### src/rtl/assoc_switch_predictor.sv
// assoc_switch_predictor
// ----------------------
// Classifies every miss of the real (mutative) cache as a compulsory, conflict or
// capacity miss. It does this with a shadow fully-associative tag directory that
// has the same capacity as the real cache and uses FIFO replacement. A weighted
// saturating counter turns these classes into votes:
//   - conflict misses push towards more associativity;
//   - capacity misses push towards less associativity.
// When the counter crosses a threshold, a setup change request is raised to cache
// control through a valid/ready handshake. A cooldown window follows each
// accepted request.
//
// Ports
//   clk, rst         clock and synchronous active-high reset
//   acc_valid        one resolved cache access this cycle
//   acc_addr         byte address of that access
//   acc_hit          real cache hit for that access
//   flush            invalidate the whole shadow directory
//   setup_cur        associativity configuration currently in use
//   setup_valid      switch request pending (registered)
//   setup_up         1 = increase associativity, 0 = decrease; stable while valid
//   setup_ready      cache control accepts the request
//   dbg_ctr          switch counter
//   stat_*           32-bit event counters
//
// Build option: define ASSOC_PRED_STATS_EN to get the stat_* counters.
// When it is undefined, the stat_* ports are tied to zero.
module assoc_switch_predictor #(
  parameter int ADDR_W         = 32,
  parameter int OFFSET_BITS    = 5,
  parameter int SHADOW_ENTRIES = 64,
  parameter int NUM_SETUPS     = 4,
  parameter int CTR_W          = 8,
  parameter int CTR_INIT       = 30,
  parameter int UP_THRESH      = 45,
  parameter int DOWN_THRESH    = 15,
  parameter int CONFLICT_W     = 2,
  parameter int CAPACITY_W     = 1,
  parameter int COOLDOWN       = 16
) (
  input  logic                          clk,
  input  logic                          rst,
  input  logic                          acc_valid,
  input  logic [ADDR_W-1:0]             acc_addr,
  input  logic                          acc_hit,
  input  logic                          flush,
  input  logic [$clog2(NUM_SETUPS)-1:0] setup_cur,
  output logic                          setup_valid,
  output logic                          setup_up,
  input  logic                          setup_ready,
  output logic [CTR_W-1:0]              dbg_ctr,
  output logic [31:0]                   stat_hit,
  output logic [31:0]                   stat_conflict,
  output logic [31:0]                   stat_capacity,
  output logic [31:0]                   stat_compulsory,
  output logic [31:0]                   stat_switch
);
  localparam int TAG_W  = ADDR_W - OFFSET_BITS;
  localparam int IDX_W  = (SHADOW_ENTRIES > 1) ? $clog2(SHADOW_ENTRIES) : 1;
  localparam int COOL_W = (COOLDOWN > 1) ? $clog2(COOLDOWN + 1) : 1;

  typedef enum logic [1:0] {S_MON, S_REQ, S_COOL} state_t;

  state_t                    state_reg;
  logic [CTR_W-1:0]          ctr_reg;
  logic [COOL_W-1:0]         cool_cnt_reg;
  logic [TAG_W-1:0]          tag_reg [SHADOW_ENTRIES];
  logic [SHADOW_ENTRIES-1:0] valid_reg;
  logic [IDX_W-1:0]          ptr_reg;

  logic [TAG_W-1:0]          acc_tag;
  logic                      offset_unused;
  logic [SHADOW_ENTRIES-1:0] match_vec;
  logic                      shadow_hit_raw, shadow_full;
  logic                      shadow_hit, shadow_full_eff;
  logic [IDX_W-1:0]          free_idx, ins_idx;
  logic                      ins_en;
  logic                      ev_hit, ev_conflict, ev_capacity, ev_compulsory;
  logic [CTR_W:0]            ctr_sum;
  logic [CTR_W-1:0]          ctr_inc, ctr_dec;
  logic                      at_up, at_down, can_up, can_down, handshake;

  assign acc_tag       = acc_addr[ADDR_W-1:OFFSET_BITS];
  assign offset_unused = ^acc_addr[OFFSET_BITS-1:0];

  // Fully associative lookup: one tag comparator per shadow entry.
  genvar gi;
  generate
    for (gi = 0; gi < SHADOW_ENTRIES; gi++) begin : g_cmp
      assign match_vec[gi] = valid_reg[gi] && (tag_reg[gi] == acc_tag);
    end
  endgenerate

  assign shadow_hit_raw = |match_vec;
  assign shadow_full    = &valid_reg;

  // A flush in the same cycle makes the directory look empty to this access.
  // As a result, the access is classified as compulsory and is not inserted.
  assign shadow_hit      = shadow_hit_raw & ~flush;
  assign shadow_full_eff = shadow_full & ~flush;

  // Find the lowest-numbered invalid entry.
  always_comb begin
    free_idx = '0;
    for (int i = SHADOW_ENTRIES - 1; i >= 0; i--) begin
      if (!valid_reg[i]) free_idx = IDX_W'(i);
    end
  end

  assign ins_en  = acc_valid & ~flush & ~shadow_hit_raw;
  assign ins_idx = shadow_full ? ptr_reg : free_idx;

  assign ev_hit        = acc_valid & acc_hit;
  assign ev_conflict   = acc_valid & ~acc_hit & shadow_hit;
  assign ev_capacity   = acc_valid & ~acc_hit & ~shadow_hit & shadow_full_eff;
  assign ev_compulsory = acc_valid & ~acc_hit & ~shadow_hit & ~shadow_full_eff;

  // The FIFO pointer only advances while the directory is full.
  // Until then, inserts fill the holes from the bottom up.
  always_ff @(posedge clk) begin
    if (rst || flush) begin
      valid_reg <= '0;
      ptr_reg   <= '0;
    end else if (ins_en) begin
      valid_reg[ins_idx] <= 1'b1;
      if (shadow_full) ptr_reg <= ptr_reg + 1'b1;
    end
  end

  always_ff @(posedge clk) begin
    if (ins_en) tag_reg[ins_idx] <= acc_tag;
  end

  // Saturating counter arithmetic. The extra carry bit detects overflow.
  assign ctr_sum = {1'b0, ctr_reg} + (CTR_W+1)'(CONFLICT_W);
  assign ctr_inc = ctr_sum[CTR_W] ? {CTR_W{1'b1}} : ctr_sum[CTR_W-1:0];
  assign ctr_dec = ({1'b0, ctr_reg} < (CTR_W+1)'(CAPACITY_W)) ? '0
                                                               : ctr_reg - CTR_W'(CAPACITY_W);

  // The thresholds are compared at 32 bits. This keeps a threshold that is
  // wider than the counter unreachable, rather than letting it alias.
  assign at_up     = 32'(ctr_reg) >= UP_THRESH;
  assign at_down   = 32'(ctr_reg) <= DOWN_THRESH;
  assign can_up    = 32'(setup_cur) < NUM_SETUPS - 1;
  assign can_down  = setup_cur != '0;
  assign handshake = setup_valid & setup_ready;

  always_ff @(posedge clk) begin
    if (rst) begin
      state_reg    <= S_MON;
      ctr_reg      <= CTR_W'(CTR_INIT);
      cool_cnt_reg <= '0;
      setup_valid  <= 1'b0;
      setup_up     <= 1'b0;
    end else begin
      case (state_reg)
        S_MON: begin
          // In a threshold cycle, the counter restarts and that cycle's access event is dropped.
          if (at_up) begin
            ctr_reg <= CTR_W'(CTR_INIT);
            if (can_up) begin
              state_reg   <= S_REQ;
              setup_valid <= 1'b1;
              setup_up    <= 1'b1;
            end
          end else if (at_down) begin
            ctr_reg <= CTR_W'(CTR_INIT);
            if (can_down) begin
              state_reg   <= S_REQ;
              setup_valid <= 1'b1;
              setup_up    <= 1'b0;
            end
          end else if (ev_conflict) begin
            ctr_reg <= ctr_inc;
          end else if (ev_capacity) begin
            ctr_reg <= ctr_dec;
          end
        end
        S_REQ: begin
          if (setup_ready) begin
            setup_valid <= 1'b0;
            if (COOLDOWN == 0) begin
              state_reg <= S_MON;
            end else begin
              state_reg    <= S_COOL;
              cool_cnt_reg <= COOL_W'(COOLDOWN);
            end
          end
        end
        S_COOL: begin
          if (cool_cnt_reg <= COOL_W'(1)) state_reg <= S_MON;
          else cool_cnt_reg <= cool_cnt_reg - 1'b1;
        end
        default: state_reg <= S_MON;
      endcase
    end
  end

  assign dbg_ctr = ctr_reg;

`ifdef ASSOC_PRED_STATS_EN
  logic [31:0] stat_hit_reg, stat_conflict_reg, stat_capacity_reg;
  logic [31:0] stat_compulsory_reg, stat_switch_reg;

  always_ff @(posedge clk) begin
    if (rst) begin
      stat_hit_reg        <= '0;
      stat_conflict_reg   <= '0;
      stat_capacity_reg   <= '0;
      stat_compulsory_reg <= '0;
      stat_switch_reg     <= '0;
    end else begin
      if (ev_hit)        stat_hit_reg        <= stat_hit_reg + 32'd1;
      if (ev_conflict)   stat_conflict_reg   <= stat_conflict_reg + 32'd1;
      if (ev_capacity)   stat_capacity_reg   <= stat_capacity_reg + 32'd1;
      if (ev_compulsory) stat_compulsory_reg <= stat_compulsory_reg + 32'd1;
      if (handshake)     stat_switch_reg     <= stat_switch_reg + 32'd1;
    end
  end

  assign stat_hit        = stat_hit_reg;
  assign stat_conflict   = stat_conflict_reg;
  assign stat_capacity   = stat_capacity_reg;
  assign stat_compulsory = stat_compulsory_reg;
  assign stat_switch     = stat_switch_reg;
`else
  logic stats_unused;
  assign stats_unused    = ev_hit ^ ev_compulsory ^ handshake;
  assign stat_hit        = '0;
  assign stat_conflict   = '0;
  assign stat_capacity   = '0;
  assign stat_compulsory = '0;
  assign stat_switch     = '0;
`endif

endmodule

### config.mk
export PLATFORM = sky130hd
export DESIGN_NAME = assoc_switch_predictor
export DESIGN_NICKNAME = d
export VERILOG_FILES = /design/src/rtl/assoc_switch_predictor.sv
export SDC_FILE = /design/constraint.sdc
export NUM_CORES = 2
export LEC_CHECK = 0
export ABC_AREA = 1
export CAP_MARGIN = 15
export CORE_UTILIZATION = 45
export CTS_CLUSTER_SIZE = 24
export DETAILED_ROUTE_END_ITERATION = 16
export GPL_TIMING_DRIVEN = 1
export SLEW_MARGIN = 10
export SYNTH_ARGS = -nofsm -noshare
export SYNTH_HDL_FRONTEND = slang
export SYNTH_SLANG_ARGS = --single-unit
### constraint.sdc
create_clock -name clk -period 7.1 [get_ports clk]
set_input_delay 0.71 -clock clk [delete_from_list [all_inputs] [get_ports clk]]
set_output_delay 0.71 -clock clk [all_outputs]
set_load 0.01 [all_outputs]
==> impl_metrics.env <==
# yosys + openroad results
export IMPL_nets=6157
export IMPL_hold_path_class="input pin to register"
export IMPL_synthArstFlopShare_pct=0
export IMPL_numCtsBuffers=185
export IMPL_worst_path_buf_inv=3
export IMPL_start_kind="register"
export IMPL_path_depth=68
export IMPL_clock_sinks=1815
export IMPL_crit_type="register to register"
export IMPL_cts_repair_resized=0
export IMPL_yosys_area_share_aoi_pct=11.1
export IMPL_logic_family="AND-OR/OR-AND gates"
export IMPL_clock_root_buffer="clkbuf_16"
export IMPL_critical_path_top_delay_family="simple AND/OR/NAND/NOR gates"
export IMPL_largest_register_ffs=1728
export IMPL_rsz0062_at_grt="false"
export IMPL_rr_worst_depth=68
export IMPL_ys_cells=5974
export IMPL_fill_cells=14674
export IMPL_cts_path_max_buffers=3
export IMPL_drt_first_pass_iters=6
export IMPL_synthSimpleGateAreaFrac_pct=9.81
export IMPL_drc=0
export IMPL_ys_seq_share_pct=69.1
export IMPL_finalHoldViolations=0
export IMPL_report_power_total_mw=23.0
export IMPL_required_ns=7.57
export IMPL_cts_clk_slew_worst_paths_ns=0.06
export IMPL_final_cell_mix="edfxtp_1, nand2_1, o21ai_0, xor2_1, o22ai_1"
export IMPL_synth_edff_count=1728
export IMPL_ys_sh_adder_pct=0.129
export IMPL_holdCritStartpoint="acc_addr[19]"
export IMPL_synthCells=5974
export IMPL_grt_overflow=0
export IMPL_maxSlewHeadroom_pct=23.4
export IMPL_drv_cap=0
export IMPL_clkLatencyLatePin_ns=0.83
export IMPL_status="completed"
export IMPL_detail_route_vias_per_cell=6.28
export IMPL_synth_chip_area_um2=77600
export IMPL_rows=152
export IMPL_lay_top_count="edfxtp_1"
export IMPL_grt_max_degree=72
export IMPL_layout_min_cycle_time_ns=5.90
export IMPL_max_freq_ghz=0.170
export IMPL_port_buffers=44
export IMPL_h_tree_depth=4
export IMPL_synth_cell_types=50
export IMPL_startpoint="valid_reg[62]$_SDFFE_PP0P_"
export IMPL_antenna_found_initial=9
export IMPL_final_setup_viol_count=0
export IMPL_crit_path_frequent_cell="nand2_1"
export IMPL_largest_area_cell="edfxtp_1"
export IMPL_combGateArea_um2=21300
export IMPL_setup_tns_ns=0
export IMPL_chipArea_um2=174000
export IMPL_gp_congestion=0.925
export IMPL_drt_iter0_drc=8405
export IMPL_hold_end="tag_reg[44][14]$_DFFE_PP_"
export IMPL_grt_pass1_vias=50423
export IMPL_die_w_um=417
export IMPL_top_cell="edfxtp_1"
export IMPL_ff2ff_setup_slack_ns=1.20
export IMPL_grtUsageTotal_pct=29.4
export IMPL_min_delay_path_depth=1
export IMPL_yosys_top_cells_count="edfxtp_1, nand2_1, o21ai_0"
export IMPL_slowest_delay_ns=0.47
export IMPL_grt_pass1_wl_mm=366
export IMPL_synth_area_per_cell_um2=13.0
export IMPL_ys_flop_type="edfxtp_1"
export IMPL_ctsHoldBuffers=0
export IMPL_xor_area_share_pct=5.57
## power by group
group,total (mW),switching (mW),internal [mW],leakage [nW]
Sequential,11.8,0.0306,11.7,16.2
Clock,9.64,4.17,5.48,2.91
Combinational,1.59,1.19,0.401,9.75
Total,23.0,5.39,17.6,28.9
## metal layers
metal	global-route usage, %	vias to the layer above	routed length, µm
met5	0	-	41
met4	9.84	4	9250
met3	4.76	539	28900
met2	45.9	3528	118000
met1	42.0	27135	104000
li1	-	22696	-
## metrics by stage
step / instances / instance area [µm²] / hold WS, ns / setup WS (ns)
floorplan: 6133 / 78200 / 0.453 / 2.39
global placement: 8232 / 81700 / 0.472 / 1.13
detailed placement: 8232 / 81700 / 0.480 / 1.15
CTS: 8575 / 87600 / 0.126 / 1.35
global route: 8575 / 87600 / 0.156 / 0.644
finish: 8577 / 87600 / 0.175 / 1.20
## kinds of logic after synthesis
kind of cell | after synthesis
flip-flops | 1815
AND/OR/NAND/NOR | 1614
AND-OR/OR-AND | 1328
buffers and inverters | 714
XOR/XNOR | 494
adder cells (fa/ha/maj) | 8
other | 1
## final cells by class
class                           count  share of cell area (%)
Clock buffer                      244                    5.71
Multi-Input combinational cell   3604                    24.3
Sequential cell                  1815                    61.2
Timing Repair Buffer              289                    3.43
Tap cell                         2310                    3.30
Clock inverter                     99                    1.07
Inverter                          214                   0.990
Antenna cell                        2                 0.00571
Figure 1. Cell area per tile.
Scale: 1 px per µm. The die is cut into 21 by 21 equal tiles; black is low, pale yellow is high, 0 to 100% covered.
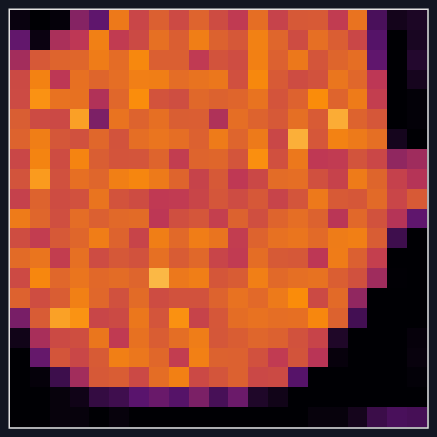
tiles over 75% full: 2.5%
nearly empty tiles: 15%
emptiest ninth of the die: south-east
fullest tile: 85%
floorplan core density: 45.2%
core area: 172,000 µm²
Final Util: 51.1%

Figure 2. Signal wires on met2.
Scale: 1 px per µm.
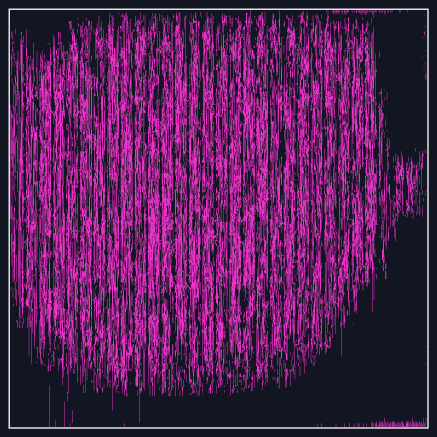
wire length on this layer: 118 mm
share of all routed wire: 45%
longest straight run: 158 µm
main direction: vertical
M2 GR Usage: 45.9%
total number of vias: 53,902
final wirelength: 260 mm

Figure 3. Register map, names as in the netlist.
Scale: 1 px per µm.
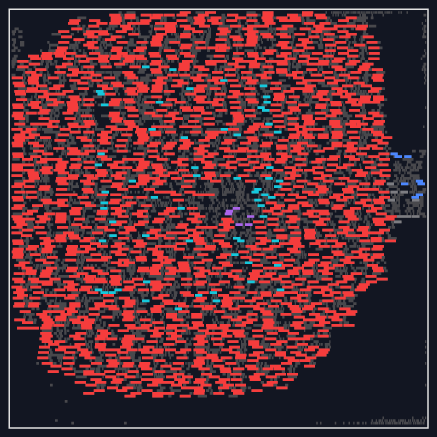
| colour | netlist name | flops |
|---|---|---|
| purple | `ptr_reg` | 6 |
| blue | `dbg_ctr` | 8 |
| cyan | `valid_reg` | 64 |
| red | `tag_reg` | 1,728 |
sequential cell area: 53,600 µm²
Seq area share: 61.2%
Seq. pwr: 11.8 mW

Figure 4. The clock network.
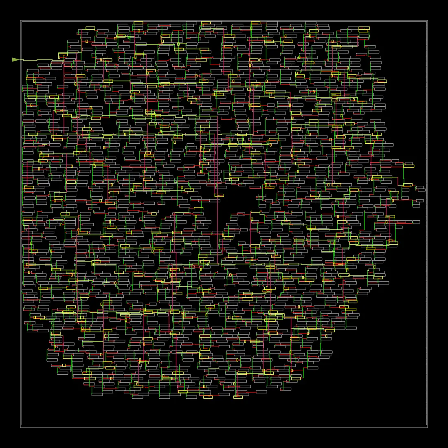
skew final: 0.0489 ns
layout clock buffer count: 244

No activity file was given, so power comes from the tool's default toggle rates.
